### config.mk
export PLATFORM = sky130hd
export DESIGN_NAME = drive_sequencer
export DESIGN_NICKNAME = d
export VERILOG_FILES = /design/src/rtl/drive_sequencer_pkg.sv /design/src/rtl/drive_sequencer_pwm_pair.sv /design/src/rtl/drive_sequencer.sv
export SDC_FILE = /design/constraint.sdc
export NUM_CORES = 1
export LEC_CHECK = 0
export ABC_AREA = 1
export CORE_UTILIZATION = 60
export DETAILED_ROUTE_END_ITERATION = 8
export PLACE_DENSITY_LB_ADDON = 0.3
export RECOVER_POWER = 25
export SLEW_MARGIN = 10
export SYNTH_ARGS = -nofsm -noshare
export SYNTH_HDL_FRONTEND = slang
export SYNTH_SLANG_ARGS = --single-unit
### constraint.sdc
create_clock -name clk -period 3.7 [get_ports clk]
set_input_delay 0.37 -clock clk [delete_from_list [all_inputs] [get_ports clk]]
set_output_delay 0.37 -clock clk [all_outputs]
set_load 0.1 [all_outputs]
### src/rtl/drive_sequencer_pkg.sv
// Shared definitions for the drive sequencer: steering codes, travel direction, FSM encoding.
`default_nettype none

package drive_sequencer_pkg;

  localparam logic [3:0] DIR_PROCEED      = 4'b0000;
  localparam logic [3:0] DIR_VEER_RIGHT   = 4'b1001;
  localparam logic [3:0] DIR_HARD_RIGHT   = 4'b1010;
  localparam logic [3:0] DIR_NINETY_RIGHT = 4'b1011;
  localparam logic [3:0] DIR_VEER_LEFT    = 4'b0101;
  localparam logic [3:0] DIR_HARD_LEFT    = 4'b0110;
  localparam logic [3:0] DIR_NINETY_LEFT  = 4'b0111;
  localparam logic [3:0] DIR_STOP         = 4'b1111;

  localparam logic FORWARDS  = 1'b1;
  localparam logic BACKWARDS = 1'b0;

  typedef enum logic [2:0] {
    ST_IDLE  = 3'd0,
    ST_DRIVE = 3'd1,
    ST_TURN  = 3'd2,
    ST_HALT  = 3'd3,
    ST_DONE  = 3'd4
  } state_t;

  typedef enum logic [2:0] {
    CMD_PROCEED  = 3'd0,
    CMD_VEER_L   = 3'd1,
    CMD_VEER_R   = 3'd2,
    CMD_HARD_L   = 3'd3,
    CMD_HARD_R   = 3'd4,
    CMD_NINETY_L = 3'd5,
    CMD_NINETY_R = 3'd6,
    CMD_STOP     = 3'd7
  } cmd_t;

  // Anything the decoder should never emit is handled as a stop.
  function automatic cmd_t decode_dir(input logic [3:0] code);
    case (code)
      DIR_PROCEED:      return CMD_PROCEED;
      DIR_VEER_LEFT:    return CMD_VEER_L;
      DIR_VEER_RIGHT:   return CMD_VEER_R;
      DIR_HARD_LEFT:    return CMD_HARD_L;
      DIR_HARD_RIGHT:   return CMD_HARD_R;
      DIR_NINETY_LEFT:  return CMD_NINETY_L;
      DIR_NINETY_RIGHT: return CMD_NINETY_R;
      default:          return CMD_STOP;
    endcase
  endfunction

endpackage

`default_nettype wire

### src/rtl/drive_sequencer_pwm_pair.sv
// Shared PWM counter for both motor channels; duty and direction update only at the period wrap.
`default_nettype none

module pwm_pair #(
  parameter int PWM_PERIOD = 1000,
  parameter int DUTY_W     = 10
) (
  input  logic              clk,
  input  logic              reset,
  input  logic              zero,
  input  logic [DUTY_W-1:0] duty_l_next,
  input  logic [DUTY_W-1:0] duty_r_next,
  input  logic              mdir_l_next,
  input  logic              mdir_r_next,
  output logic              pwm_l,
  output logic              pwm_r,
  output logic              mdir_l,
  output logic              mdir_r
);

  localparam int CNT_W = (PWM_PERIOD > 1) ? $clog2(PWM_PERIOD) : 1;
  localparam logic [CNT_W-1:0] CNT_LAST = CNT_W'(PWM_PERIOD - 1);

  logic [CNT_W-1:0]  cnt;
  logic [DUTY_W-1:0] duty_l;
  logic [DUTY_W-1:0] duty_r;
  logic              wrap;

  assign wrap = (cnt == CNT_LAST);

  always_ff @(posedge clk) begin
    if (reset) begin
      cnt    <= '0;
      duty_l <= '0;
      duty_r <= '0;
      mdir_l <= 1'b1;
      mdir_r <= 1'b1;
    end else begin
      cnt <= wrap ? '0 : cnt + 1'b1;
      // zero is driven from the FSM's next state, so pwm is already low in the first stopped cycle.
      if (zero) begin
        duty_l <= '0;
        duty_r <= '0;
      end else if (wrap) begin
        duty_l <= duty_l_next;
        duty_r <= duty_r_next;
      end
      if (wrap) begin
        mdir_l <= mdir_l_next;
        mdir_r <= mdir_r_next;
      end
    end
  end

  assign pwm_l = (DUTY_W'(cnt) < duty_l);
  assign pwm_r = (DUTY_W'(cnt) < duty_r);

endmodule

`default_nettype wire

### src/rtl/drive_sequencer.sv
// Steering-code to motor sequencer: drive/veer/pivot control, end-of-line halts and out-and-back laps.
`default_nettype none

module drive_sequencer
  import drive_sequencer_pkg::*;
#(
  parameter int PWM_PERIOD   = 1000,
  parameter int DUTY_FULL    = 900,
  parameter int DUTY_VEER    = 500,
  parameter int DUTY_TURN    = 600,
  parameter int TURN_MIN     = 25_000_000,
  parameter int SETTLE_TICKS = 50_000_000
) (
  input  logic       clk,
  input  logic       reset,
  input  logic       go,
  input  logic [3:0] laps,
  input  logic [3:0] dir_code,
  output logic       direction,
  output logic       pwm_l,
  output logic       pwm_r,
  output logic       mdir_l,
  output logic       mdir_r,
  output logic       busy,
  output logic       done
);

  localparam int DUTY_W   = $clog2(PWM_PERIOD + 1);
  localparam int TURN_W   = (TURN_MIN > 0) ? $clog2(TURN_MIN + 1) : 1;
  localparam int SETTLE_W = (SETTLE_TICKS > 1) ? $clog2(SETTLE_TICKS) : 1;

  localparam logic [DUTY_W-1:0]   D_FULL      = DUTY_W'(DUTY_FULL);
  localparam logic [DUTY_W-1:0]   D_VEER      = DUTY_W'(DUTY_VEER);
  localparam logic [DUTY_W-1:0]   D_TURN      = DUTY_W'(DUTY_TURN);
  localparam logic [TURN_W-1:0]   TURN_LAST   = TURN_W'(TURN_MIN);
  localparam logic [SETTLE_W-1:0] SETTLE_LAST = SETTLE_W'(SETTLE_TICKS - 1);

  state_t              state;
  state_t              state_next;
  logic [3:0]          code_q;
  cmd_t                cmd;
  logic [TURN_W-1:0]   turn_cnt;
  logic [SETTLE_W-1:0] settle_cnt;
  logic [3:0]          laps_left;
  logic                turn_left;
  logic                turn_done;
  logic                settle_done;
  logic                is_ninety;
  logic                zero;

  logic [DUTY_W-1:0]   duty_l_next;
  logic [DUTY_W-1:0]   duty_r_next;
  logic                fwd_l;
  logic                fwd_r;
  logic                mdir_l_next;
  logic                mdir_r_next;

  assign cmd         = decode_dir(code_q);
  assign is_ninety   = (cmd == CMD_NINETY_L) || (cmd == CMD_NINETY_R);
  assign turn_done   = (turn_cnt == TURN_LAST);
  assign settle_done = (settle_cnt == SETTLE_LAST);

  always_ff @(posedge clk) begin
    if (reset) begin
      state      <= ST_IDLE;
      code_q     <= '0;
      turn_cnt   <= '0;
      settle_cnt <= '0;
      laps_left  <= '0;
      turn_left  <= 1'b0;
      direction  <= FORWARDS;
    end else begin
      state  <= state_next;
      code_q <= dir_code;
      case (state)
        ST_IDLE, ST_DONE: begin
          if (go) begin
            laps_left <= laps;
            direction <= FORWARDS;
          end
        end
        ST_DRIVE: begin
          turn_cnt   <= '0;
          settle_cnt <= '0;
          if (is_ninety) turn_left <= (cmd == CMD_NINETY_L);
        end
        ST_TURN: begin
          settle_cnt <= '0;
          if (!turn_done) turn_cnt <= turn_cnt + 1'b1;
        end
        ST_HALT: begin
          if (settle_done) begin
            if (laps_left != 4'd0) begin
              direction <= ~direction;
              laps_left <= laps_left - 4'd1;
            end
          end else begin
            settle_cnt <= settle_cnt + 1'b1;
          end
        end
        default: ;
      endcase
    end
  end

  always_comb begin
    state_next = state;
    case (state)
      ST_IDLE, ST_DONE: if (go) state_next = ST_DRIVE;
      ST_DRIVE: begin
        if (cmd == CMD_STOP)  state_next = ST_HALT;
        else if (is_ninety)   state_next = ST_TURN;
      end
      ST_TURN: begin
        // A stop aborts the pivot at once; any other code must wait out the minimum pivot time.
        if (cmd == CMD_STOP)              state_next = ST_HALT;
        else if (turn_done && !is_ninety) state_next = ST_DRIVE;
      end
      ST_HALT: begin
        if (settle_done) state_next = (laps_left != 4'd0) ? ST_DRIVE : ST_DONE;
      end
      default: state_next = ST_IDLE;
    endcase
  end

  always_comb begin
    duty_l_next = '0;
    duty_r_next = '0;
    fwd_l       = 1'b1;
    fwd_r       = 1'b1;
    case (state)
      ST_DRIVE: begin
        case (cmd)
          CMD_PROCEED:  begin duty_l_next = D_FULL; duty_r_next = D_FULL; end
          CMD_VEER_L:   begin duty_l_next = D_VEER; duty_r_next = D_FULL; end
          CMD_VEER_R:   begin duty_l_next = D_FULL; duty_r_next = D_VEER; end
          CMD_HARD_L:   begin duty_l_next = '0;     duty_r_next = D_FULL; end
          CMD_HARD_R:   begin duty_l_next = D_FULL; duty_r_next = '0;     end
          CMD_NINETY_L: begin duty_l_next = D_TURN; duty_r_next = D_TURN; fwd_l = 1'b0; end
          CMD_NINETY_R: begin duty_l_next = D_TURN; duty_r_next = D_TURN; fwd_r = 1'b0; end
          default: ;
        endcase
      end
      ST_TURN: begin
        duty_l_next = D_TURN;
        duty_r_next = D_TURN;
        if (turn_left) fwd_l = 1'b0;
        else           fwd_r = 1'b0;
      end
      default: ;
    endcase
    if ((state == ST_DRIVE || state == ST_TURN) && direction == BACKWARDS) begin
      mdir_l_next = ~fwd_l;
      mdir_r_next = ~fwd_r;
    end else begin
      mdir_l_next = fwd_l;
      mdir_r_next = fwd_r;
    end
    busy = (state == ST_DRIVE) || (state == ST_TURN) || (state == ST_HALT);
    done = (state == ST_DONE);
  end

  assign zero = (state_next == ST_IDLE) || (state_next == ST_HALT) || (state_next == ST_DONE);

  pwm_pair #(
    .PWM_PERIOD (PWM_PERIOD),
    .DUTY_W     (DUTY_W)
  ) u_pwm_pair (
    .clk         (clk),
    .reset       (reset),
    .zero        (zero),
    .duty_l_next (duty_l_next),
    .duty_r_next (duty_r_next),
    .mdir_l_next (mdir_l_next),
    .mdir_r_next (mdir_r_next),
    .pwm_l       (pwm_l),
    .pwm_r       (pwm_r),
    .mdir_l      (mdir_l),
    .mdir_r      (mdir_r)
  );

endmodule

`default_nettype wire

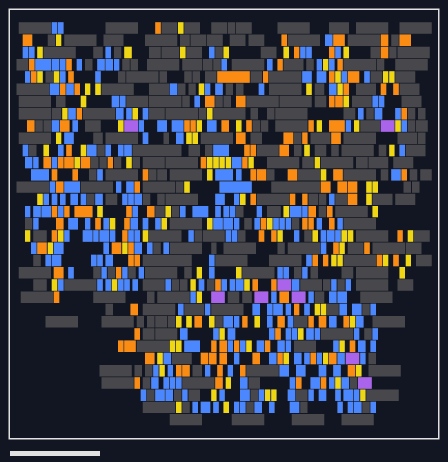
Run 1: gate families picked out
The bar under the picture is 20 um long.
| family | colour | cells | most used |
|---|---|---|---|
| nand cells | blue | 261 | nand2_1 |
| nor cells | orange | 141 | nor2_1 |
| inv cells | yellow | 110 | inv_1 |
| xor and xnor cells | purple | 8 | xor2_1 |

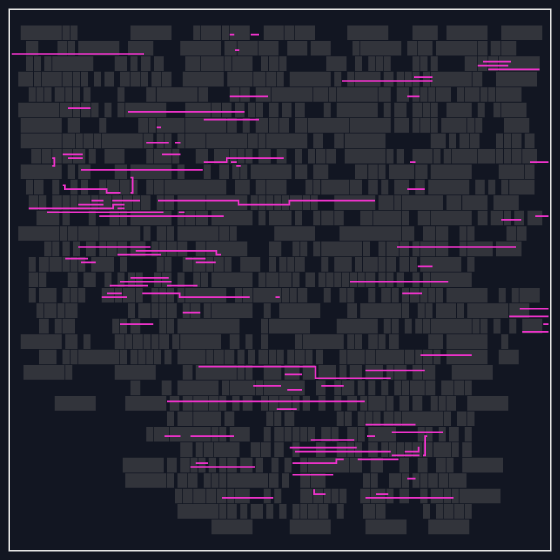
Run 1: met3 routing
wire length on this layer: 706 um
share of all routed wire: 5.7%
nets with wire on the layer: 74
longest straight run: 34.5 um
main direction: horizontal
global routing usage on met3: 5.42%
detailed-route via count: 5199
wirelength, routed: 12.4 mm

==> summary.log, run 1 <==
INFO  status         status=completed
INFO  clock_network  worstSkewPairLatency=360ps
INFO  layout         registers.top_by_ff_count=settle_cnt
INFO  power_and_ir_drop clockPowerShare=36.3%
INFO  clock_network  post_cts.resized_instances=0
INFO  layout         nFlopsAndLatches=86
INFO  route          detail-route-antenna-nets=0
INFO  critical_path  crit_path_top_cell_by_count=sky130_fd_sc_hd__nand2_1
INFO  critical_path  crit_path_to=settle_cnt[12]$_SDFFE_PP0P_
INFO  logic_synthesis xor_share=1.35%
INFO  layout         insertedDiodeCount=0
INFO  sta            finalSetupTns=0ps
INFO  min_path       min-delay-path-class=reg2reg
INFO  global_routing global_route.usage.total=28.8%
INFO  critical_path  crit_path_cell_trace=ha_1 -> nand2_1 -> nor2_1 -> nand3_1 -> nor2_1 -> nand2_2 -> nand2_1 -> nand2_1 -> clkinv_2 -> nor2_2 -> nand3_1 -> nand2_1 -> a21oi_1
INFO  floorplan      design.portCount=18
INFO  placement      dp.cells=892
INFO  logic_synthesis synthAoiAreaFrac=14.2%
INFO  global_routing first_pass_grt_wire_length=20.8mm
INFO  route          firstDrtPassIters=5
INFO  route          wl_met1=5.40mm
INFO  sta            max_freq=0.369GHz
INFO  clock_network  cts_tree=yes
INFO  critical_path  crit_path_top_delay_cell=sky130_fd_sc_hd__nand2_1
INFO  clock_network  cts_buffers=9
INFO  route          drc_errors=0
INFO  critical_path  critical_path_class=reg2reg
INFO  logic_synthesis post_synth.cell_area_avg=6.67squm
INFO  job            warnings=28
INFO  layout         area.share.combinational=52.7%
INFO  global_routing grt_util_met2=49.4%
INFO  power_and_ir_drop p_sw_share=30.8%
INFO  power_and_ir_drop clockNetworkPower=0.780mW
INFO  sta            final_hold_viol_count=0
INFO  critical_path  ff2ff_path_depth=13
INFO  critical_path  setup_slack_on_the_worst_flop_to_flop_path=990ps
INFO  sta            tightest_slew=1150ps
INFO  clock_network  postCtsSetupBuffers=0
INFO  global_routing use_met1=35.7%
INFO  floorplan      fp-utilization=62.7%
INFO  logic_synthesis synthDominantAreaCellType=sky130_fd_sc_hd__dfxtp_1
INFO  logic_synthesis yosys-stat-area=5200squm
INFO  layout         dominant-cell-class=combinational gates
INFO  route          drt_first_iter_violations=479
INFO  layout         combGateArea=2980squm
INFO  layout         stdcell_area=5650squm
INFO  clock_network  cts.htree.levels=3
INFO  sta            final_critical_path_time_including_i_o_delays_and_setup=2710ps
INFO  logic_synthesis ys_ff=86
INFO  critical_path  cpLargestDelayFamily=simple AND/OR/NAND/NOR gates
INFO  job            timing.max_cap.violations=0
INFO  floorplan      chip_area=9050squm
INFO  placement      place_worst_setup_slack=1290ps
INFO  floorplan      die-height=95.1um
INFO  critical_path  critical_path.reg2reg.endpoint=settle_cnt[12]$_SDFFE_PP0P_
INFO  sta            timing.final.crit_share=73.3%
INFO  logic_synthesis synth_stat.cells=780
INFO  clock_network  cts_hold_buffers=0
INFO  logic_synthesis synthesis.area=5200squm
INFO  sta            timing.final.ws_setup=989ps
INFO  logic_synthesis synth.most_common_cell=sky130_fd_sc_hd__nand2_1
INFO  power_and_ir_drop leakagePower=2.18nW
INFO  power_and_ir_drop power.internal=1.49mW
INFO  logic_synthesis postSynthCellCount=780
INFO  logic_synthesis synthesis.nets=811
INFO  clock_network  cts.path.max_buffers=2
INFO  placement      placedInstanceArea=5450squm
INFO  power_and_ir_drop pwr.group.combinational=0.402mW
INFO  critical_path  cp_data_required_time=3990ps
INFO  min_path       min_from=u_pwm_pair.cnt[0]$_SDFF_PP0_
INFO  critical_path  worst_setup_path_startpoint=settle_cnt[0]$_SDFFE_PP0P_
INFO  route          met3WireLength=705um
INFO  layout         finish.cell_count_without_fillers=907
INFO  layout         area_growth=8.61%
INFO  floorplan      coreArea=8300squm
INFO  layout         n_clock_buffer=9
INFO  logic_synthesis ys.warnings.count=0
INFO  critical_path  worst_ep_arrival_time=3000ps
INFO  logic_synthesis synth-edff-count=0
INFO  logic_synthesis yosys.cell_types.count=52
INFO  critical_path  crit_fanout=11
INFO  min_path       worstHoldEndpoint=u_pwm_pair.cnt[0]$_SDFF_PP0_
INFO  logic_synthesis adders_majority_by_area=4.81%
INFO  layout         seqCellArea=1720squm
INFO  route          sum_of_met2_wire_segment_lengths_after_detailed_routing=6.10mm
INFO  sta            grt_setup_unrepaired=false
INFO  global_routing antenna_found_initial=0
INFO  placement      place_hpwl=9.21mm
INFO  critical_path  worst-path-buf-inv=1
INFO  global_routing overflow=0
INFO  logic_synthesis post-synth-top-area-fraction=33.1%
INFO  layout         nets=829
INFO  power_and_ir_drop total_power=2.15mW
INFO  logic_synthesis ys_sh_simple=37.1%
INFO  logic_synthesis synth-main-ff-cell=sky130_fd_sc_hd__dfxtp_1
INFO  layout         lay_top_cells=sky130_fd_sc_hd__nand2_1, sky130_fd_sc_hd__inv_1, sky130_fd_sc_hd__nor2_1, sky130_fd_sc_hd__dfxtp_1, sky130_fd_sc_hd__a21oi_1
INFO  layout         inverters=110
INFO  min_path       holdPathStages=1
INFO  layout         n_all_buffers=19
INFO  sta            drv_slew=0
INFO  sta            maxSlewHeadroom=23.3%
INFO  power_and_ir_drop peak_vdd_ir=0.000206V
INFO  layout         layout_top_cell=sky130_fd_sc_hd__nand2_1
INFO  clock_network  cts.sinks=86
INFO  critical_path  cp-end-kind=flip-flop
INFO  logic_synthesis multiplexer_share=0.216%
INFO  global_routing grt_max_degree=25
INFO  power_and_ir_drop power_density=380nW/um^2
INFO  clock_network  root_buffer=sky130_fd_sc_hd__clkbuf_8
INFO  power_and_ir_drop pwr.group.sequential=0.965mW
INFO  placement      place_congestion=0.939
INFO  sta            fin_worst_skew=13.7ps
INFO  logic_synthesis netlist_top_cells_area=sky130_fd_sc_hd__dfxtp_1, sky130_fd_sc_hd__nand2_1, sky130_fd_sc_hd__inv_1
INFO  floorplan      floorplan.die.width=95.1um
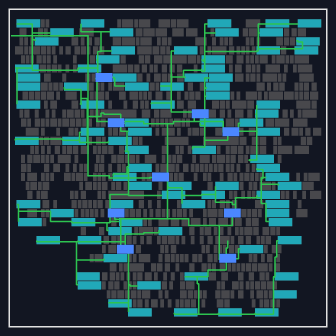
Run 1: routed clock nets over the placement
[flip-flops] cyan | count: 86
[clock wires] green | length: 984 um
[clock drivers] blue | count: 9
routed clock nets: 10
flops lie: widely spread

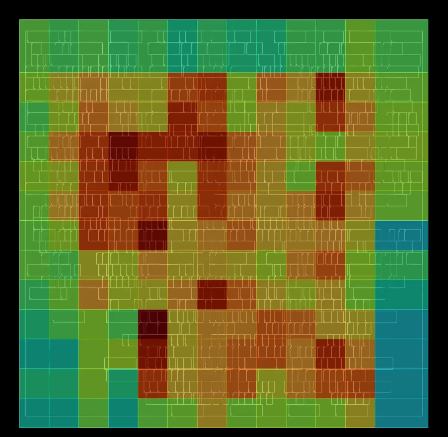
Run 1: congestion heat map
highest-utilization routing layer at the global route stage: met2
wire length per cell after detailed routing: 13.7 um
final core occ: 68.1%

Run 1, drive-strength map:
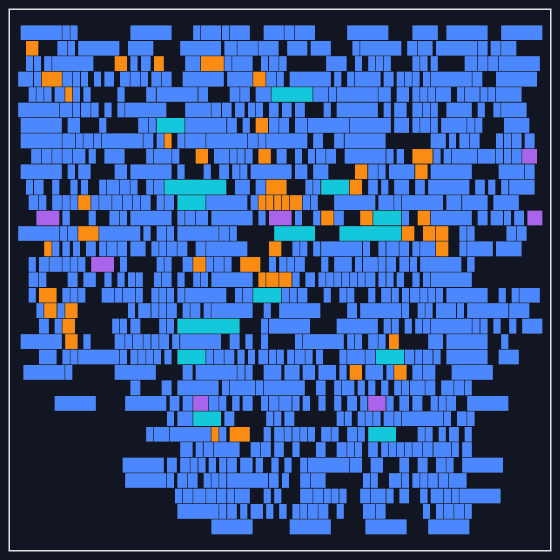

==> inputs of run 2 (changes only) <==
==> constraint.sdc (replaced) <==
create_clock -name clk -period 2.5 [get_ports clk]
set_input_delay 0.25 -clock clk [delete_from_list [all_inputs] [get_ports clk]]
set_output_delay 0.25 -clock clk [all_outputs]
set_load 0.1 [all_outputs]
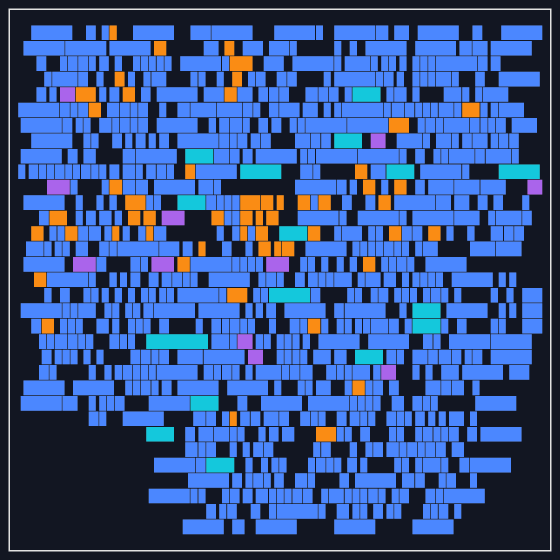
Run 2: drive-strength map
| size | colour | cells | share | most used |
|---|---|---|---|---|
| _6 and larger | cyan | 16 | 2.0% | clkbuf_8 |
| _2 cells | orange | 53 | 6.6% | nor2_2 |
| _3 and _4 cells | purple | 11 | 1.4% | buf_4 |
| _0 and _1 cells | blue | 725 | 90% | nand2_1 |
final setup margin: 373 ps
synthesis-to-layout area growth: 8.78%
area of all placed cells without fillers: 5660 sq um

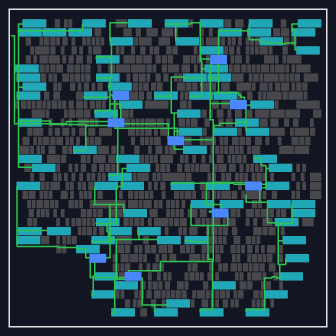
Run 2: routed clock nets over the placement
[flip-flops] cyan | count: 86
[clock wires] green | length: 1060 um
[clock drivers] blue | count: 9
routed clock nets: 10
flops lie: widely spread
clock latency on the worst-skew pair: 360 ps
clock skew after layout: 6.16 ps
part of the total power dissipated in the clock network: 33.6%
P_clk: 1.03 mW

==> summary.log, run 2 <==
INFO  status         status=completed
INFO  layout         n_clock_buffer=12 [+3]
INFO  job            warnings=28 [unchanged]
INFO  placement      dp.cells=895 [+0.34%]
INFO  critical_path  ff2ff_path_depth=12 [-1]
INFO  placement      place_hpwl=9.32mm [+1.2%]
INFO  floorplan      coreArea=8300squm [unchanged]
INFO  route          wl_met1=5.53mm [+2.4%]
INFO  logic_synthesis post_synth.cell_area_avg=6.67squm [unchanged]
INFO  power_and_ir_drop power.internal=2.08mW [+40%]
INFO  route          firstDrtPassIters=5 [unchanged]
INFO  job            timing.max_cap.violations=0 [unchanged]
INFO  sta            final_critical_path_time_including_i_o_delays_and_setup=2130ps [-584 ps]
INFO  layout         postLayoutCoreUtil=68.2% [+0.11 points]
INFO  critical_path  cpLargestDelayFamily=simple AND/OR/NAND/NOR gates
INFO  logic_synthesis yosys.cell_types.count=52 [unchanged]
INFO  global_routing grt_max_degree=25 [unchanged]
INFO  logic_synthesis adders_majority_by_area=4.81% [unchanged]
INFO  logic_synthesis ys_ff=86 [unchanged]
INFO  power_and_ir_drop leakagePower=2.19nW [+0.26%]
INFO  floorplan      die-height=95.1um [unchanged]
INFO  sta            tightest_slew=1160ps [+11.3 ps]
INFO  critical_path  worst_setup_path_startpoint=turn_cnt[0]$_SDFFE_PP0P_
INFO  layout         layout_top_cell=sky130_fd_sc_hd__nand2_1
INFO  logic_synthesis postSynthCellCount=780 [unchanged]
INFO  logic_synthesis post-synth-top-area-fraction=33.1% [unchanged]
INFO  route          drc_errors=0 [unchanged]
INFO  layout         finish.cell_count_without_fillers=910 [+0.33%]
INFO  clock_network  cts_tree=yes
INFO  layout         nFlopsAndLatches=86 [unchanged]
INFO  layout         nets=832 [+0.36%]
INFO  power_and_ir_drop pwr.group.sequential=1.43mW [+48%]
INFO  route          met3WireLength=587um [-17%]
INFO  critical_path  worst-path-buf-inv=2 [+1]
INFO  logic_synthesis netlist_top_cells_area=sky130_fd_sc_hd__dfxtp_1, sky130_fd_sc_hd__nand2_1, sky130_fd_sc_hd__inv_1
INFO  sta            final_hold_viol_count=0 [unchanged]
INFO  clock_network  cts_hold_buffers=0 [unchanged]
INFO  critical_path  critical_path_class=reg2reg
INFO  critical_path  setup_slack_on_the_worst_flop_to_flop_path=370ps [-620 ps]
INFO  sta            timing.final.crit_share=85.1% [+12 points]
INFO  power_and_ir_drop peak_vdd_ir=0.000282V [+37%]
INFO  layout         lay_top_cells=sky130_fd_sc_hd__nand2_1, sky130_fd_sc_hd__inv_1, sky130_fd_sc_hd__nor2_1, sky130_fd_sc_hd__dfxtp_1, sky130_fd_sc_hd__a21oi_1
INFO  critical_path  cp_data_required_time=2740ps [-1250 ps]
INFO  logic_synthesis synth-edff-count=0 [unchanged]
INFO  logic_synthesis synthDominantAreaCellType=sky130_fd_sc_hd__dfxtp_1
INFO  critical_path  crit_fanout=18 [+7]
INFO  sta            grt_setup_unrepaired=false
INFO  global_routing first_pass_grt_wire_length=20.8mm [unchanged]
INFO  critical_path  critical_path.reg2reg.endpoint=turn_cnt[5]$_SDFFE_PP0P_
INFO  critical_path  crit_path_top_cell_by_count=sky130_fd_sc_hd__nand2_1
INFO  logic_synthesis ys.warnings.count=0 [unchanged]
INFO  sta            drv_slew=0 [unchanged]
INFO  logic_synthesis ys_sh_simple=37.1% [unchanged]
INFO  logic_synthesis xor_share=1.35% [unchanged]
INFO  critical_path  crit_path_top_delay_cell=sky130_fd_sc_hd__dfxtp_1
INFO  min_path       min-delay-path-class=in2reg
INFO  min_path       min_from=dir_code[1]
INFO  min_path       holdPathStages=3 [+2]
INFO  sta            finalSetupTns=0ps [unchanged]
INFO  global_routing global_route.usage.total=28.6% [-0.19 points]
INFO  logic_synthesis yosys-stat-area=5200squm [unchanged]
INFO  sta            maxSlewHeadroom=22.9% [-0.42 points]
INFO  logic_synthesis multiplexer_share=0.216% [unchanged]
INFO  layout         insertedDiodeCount=0 [unchanged]
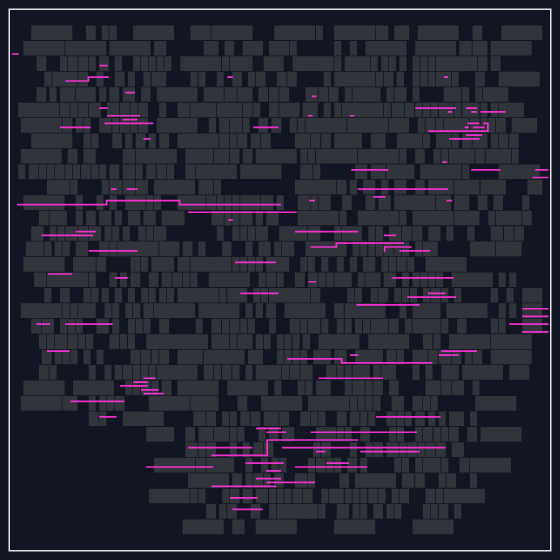
Run 2: met3 routing
longest straight run: 28.5 um
share of all routed wire: 4.7%

Run 2, congestion heat map:
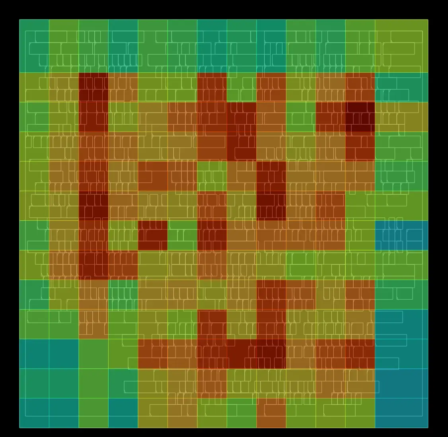

==> inputs of run 3 (changes only) <==
==> constraint.sdc (replaced) <==
create_clock -name clk -period 2.3 [get_ports clk]
set_input_delay 0.23 -clock clk [delete_from_list [all_inputs] [get_ports clk]]
set_output_delay 0.23 -clock clk [all_outputs]
set_load 0.1 [all_outputs]
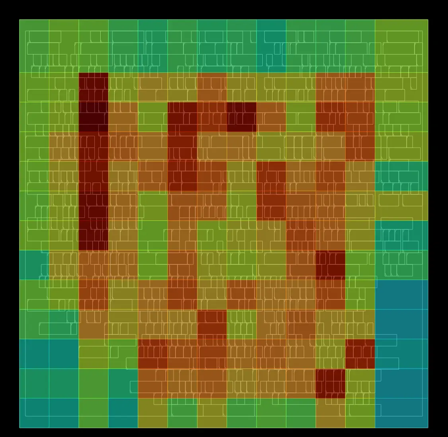
Run 3: congestion heat map
global routing usage on met3: 5.18%
met1 track demand over resource: 33.9%
wire length per cell after detailed routing: 13.6 um
final core occ: 68.6%

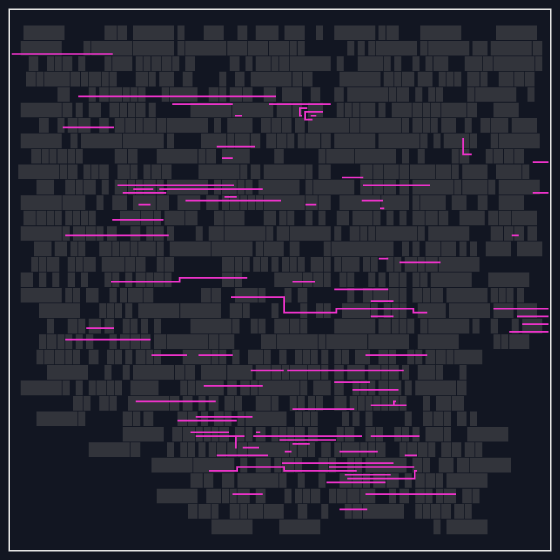
Run 3: met3 routing
detailed-route via count: 5134

==> summary.log, run 3 <==
INFO  clock_network  cts_hold_buffers=0 [unchanged]
INFO  floorplan      fp-utilization=62.7%
INFO  layout         inverters=110
INFO  sta            finalSetupTns=0ps [unchanged]
INFO  power_and_ir_drop power_density=582nW/um^2
INFO  logic_synthesis postSynthCellCount=780 [unchanged]
INFO  layout         nFlopsAndLatches=86 [unchanged]
INFO  power_and_ir_drop clockNetworkPower=1.09mW [+6%]
INFO  job            timing.max_cap.violations=0 [unchanged]
INFO  layout         stdcell_area=5690squm [+0.60%]
INFO  layout         n_all_buffers=25
INFO  sta            max_freq=0.481GHz
INFO  logic_synthesis yosys-stat-area=5200squm [unchanged]
INFO  power_and_ir_drop peak_vdd_ir=0.000295V [+4.5%]
INFO  clock_network  cts_tree=yes
INFO  layout         lay_top_cells=sky130_fd_sc_hd__nand2_1, sky130_fd_sc_hd__inv_1, sky130_fd_sc_hd__dfxtp_1, sky130_fd_sc_hd__nor2_1, sky130_fd_sc_hd__a21oi_1
INFO  critical_path  worst_ep_arrival_time=2370ps
INFO  layout         nets=835 [+0.36%]
INFO  sta            grt_setup_unrepaired=false
INFO  logic_synthesis yosys-top-cells-count=sky130_fd_sc_hd__nand2_1, sky130_fd_sc_hd__inv_1, sky130_fd_sc_hd__dfxtp_1, sky130_fd_sc_hd__nor2_1, sky130_fd_sc_hd__a21oi_1
INFO  sta            fin_worst_skew=10.3ps [+4.16 ps]
INFO  logic_synthesis synth_sequential_area_ratio=33.1%
INFO  layout         seqCellArea=1720squm
INFO  route          met3WireLength=679um [+16%]
INFO  logic_synthesis yosys.cell_types.count=52 [unchanged]
INFO  logic_synthesis adders_majority_by_area=4.81% [unchanged]
INFO  logic_synthesis synthesis.area=5200squm
INFO  sta            maxSlewHeadroom=4.49% [-18 points]
INFO  floorplan      die-height=95.1um [unchanged]
INFO  layout         comb.multi_input.count=572
INFO  logic_synthesis xor_share=1.35% [unchanged]
INFO  critical_path  cp_data_required_time=2590ps [-150 ps]
INFO  logic_synthesis synth-edff-count=0 [unchanged]
INFO  logic_synthesis synthDominantAreaCellType=sky130_fd_sc_hd__dfxtp_1
INFO  layout         layout_top_registers=settle_cnt: 26 flops, turn_cnt: 25 flops, u_pwm_pair.cnt: 10 flops
INFO  logic_synthesis ys.warnings.count=0 [unchanged]
INFO  layout         finish.cell_count_without_fillers=914 [+0.44%]
INFO  critical_path  crit_path_cell_trace=ha_1 -> nand2_1 -> nor2_2 -> nand3_1 -> nor2_2 -> nand2_2 -> nand2_4 -> nand2_4 -> clkinv_2 -> nor2_2 -> nand3_1 -> nand2_1 -> a21oi_1
INFO  layout         layout_top_cell=sky130_fd_sc_hd__nand2_1
INFO  sta            timing.final.crit_share=90.3% [+5.2 points]
INFO  sta            final_critical_path_time_including_i_o_delays_and_setup=2080ps [-50.1 ps]
INFO  placement      place_hpwl=9.22mm [-1.0%]
INFO  layout         flip_flop_count_of_the_largest_register_all_copies_and_words_added=26
INFO  min_path       min-delay-path-class=in2reg
INFO  logic_synthesis ys_ff=86 [unchanged]
INFO  layout         insertedDiodeCount=0 [unchanged]
INFO  layout         area.share.combinational=52.8%
INFO  route          drc_errors=0 [unchanged]
INFO  layout         clock_cell_area_share=3.54%
INFO  route          firstDrtPassIters=5 [unchanged]
INFO  layout         n_clock_buffer=13 [+1]
INFO  sta            final_hold_viol_count=0 [unchanged]
INFO  sta            timing.final.ws_setup=223ps [-150 ps]
INFO  floorplan      design.portCount=18
INFO  critical_path  crit_path_top_cell_by_count=sky130_fd_sc_hd__nor2_2
INFO  sta            setup_viol=0
INFO  route          wl_met1=5.40mm [-2.4%]
INFO  logic_synthesis netlist_top_cells_area=sky130_fd_sc_hd__dfxtp_1, sky130_fd_sc_hd__nand2_1, sky130_fd_sc_hd__inv_1
INFO  critical_path  setup_slack_on_the_worst_flop_to_flop_path=220ps [-150 ps]
INFO  job            warnings=28 [unchanged]
INFO  critical_path  worst-path-buf-inv=1 [-1]
INFO  sta            drv_slew=0 [unchanged]
INFO  floorplan      coreArea=8300squm [unchanged]
INFO  critical_path  critical_path_class=reg2reg
INFO  logic_synthesis multiplexer_share=0.216% [unchanged]
INFO  sta            tightest_slew=1430ps [+271 ps]
INFO  critical_path  critical_path.reg2reg.endpoint=settle_cnt[10]$_SDFFE_PP0P_
INFO  logic_synthesis ys_sh_simple=37.1% [unchanged]
INFO  layout         area_growth=9.43%
INFO  sta            timing.hold.ws=402ps
INFO  layout         layout.nonclk_buf_share=3.82%
INFO  clock_network  cts_buffers=9
INFO  critical_path  crit_fanout=11 [-7]
INFO  min_path       holdPathStages=3 [unchanged]
INFO  power_and_ir_drop p_sw_share=32.0%
INFO  status         status=completed
INFO  min_path       min_from=dir_code[0]
INFO  critical_path  cpLargestDelayFamily=simple AND/OR/NAND/NOR gates
INFO  logic_synthesis post_synth.cell_area_avg=6.67squm [unchanged]
INFO  critical_path  worst_setup_path_startpoint=settle_cnt[0]$_SDFFE_PP0P_
INFO  global_routing gr-max-usage-layer=met2
INFO  logic_synthesis post-synth-top-area-fraction=33.1% [unchanged]
INFO  global_routing global_route.usage.total=28.7% [+0.077 points]
INFO  critical_path  ff2ff_path_depth=13 [+1]
INFO  power_and_ir_drop leakagePower=2.20nW [+0.58%]
INFO  global_routing grt_max_degree=29 [+16%]
INFO  global_routing first_pass_grt_wire_length=20.8mm [unchanged]
INFO  critical_path  crit_path_top_delay_cell=sky130_fd_sc_hd__dfxtp_1
INFO  power_and_ir_drop pwr.group.sequential=1.55mW [+8%]
INFO  placement      dp.cells=898 [+0.34%]
INFO  power_and_ir_drop power.internal=2.25mW [+8.1%]
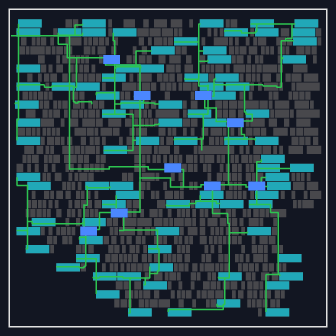
Run 3: routed clock nets over the placement
[clock drivers] blue | count: 9
[clock wires] green | length: 1030 um
[flip-flops] cyan | count: 86
flops lie: widely spread
clock latency on the worst-skew pair: 350 ps
part of the total power dissipated in the clock network: 32.8%

Power and IR drop assume default switching activity.
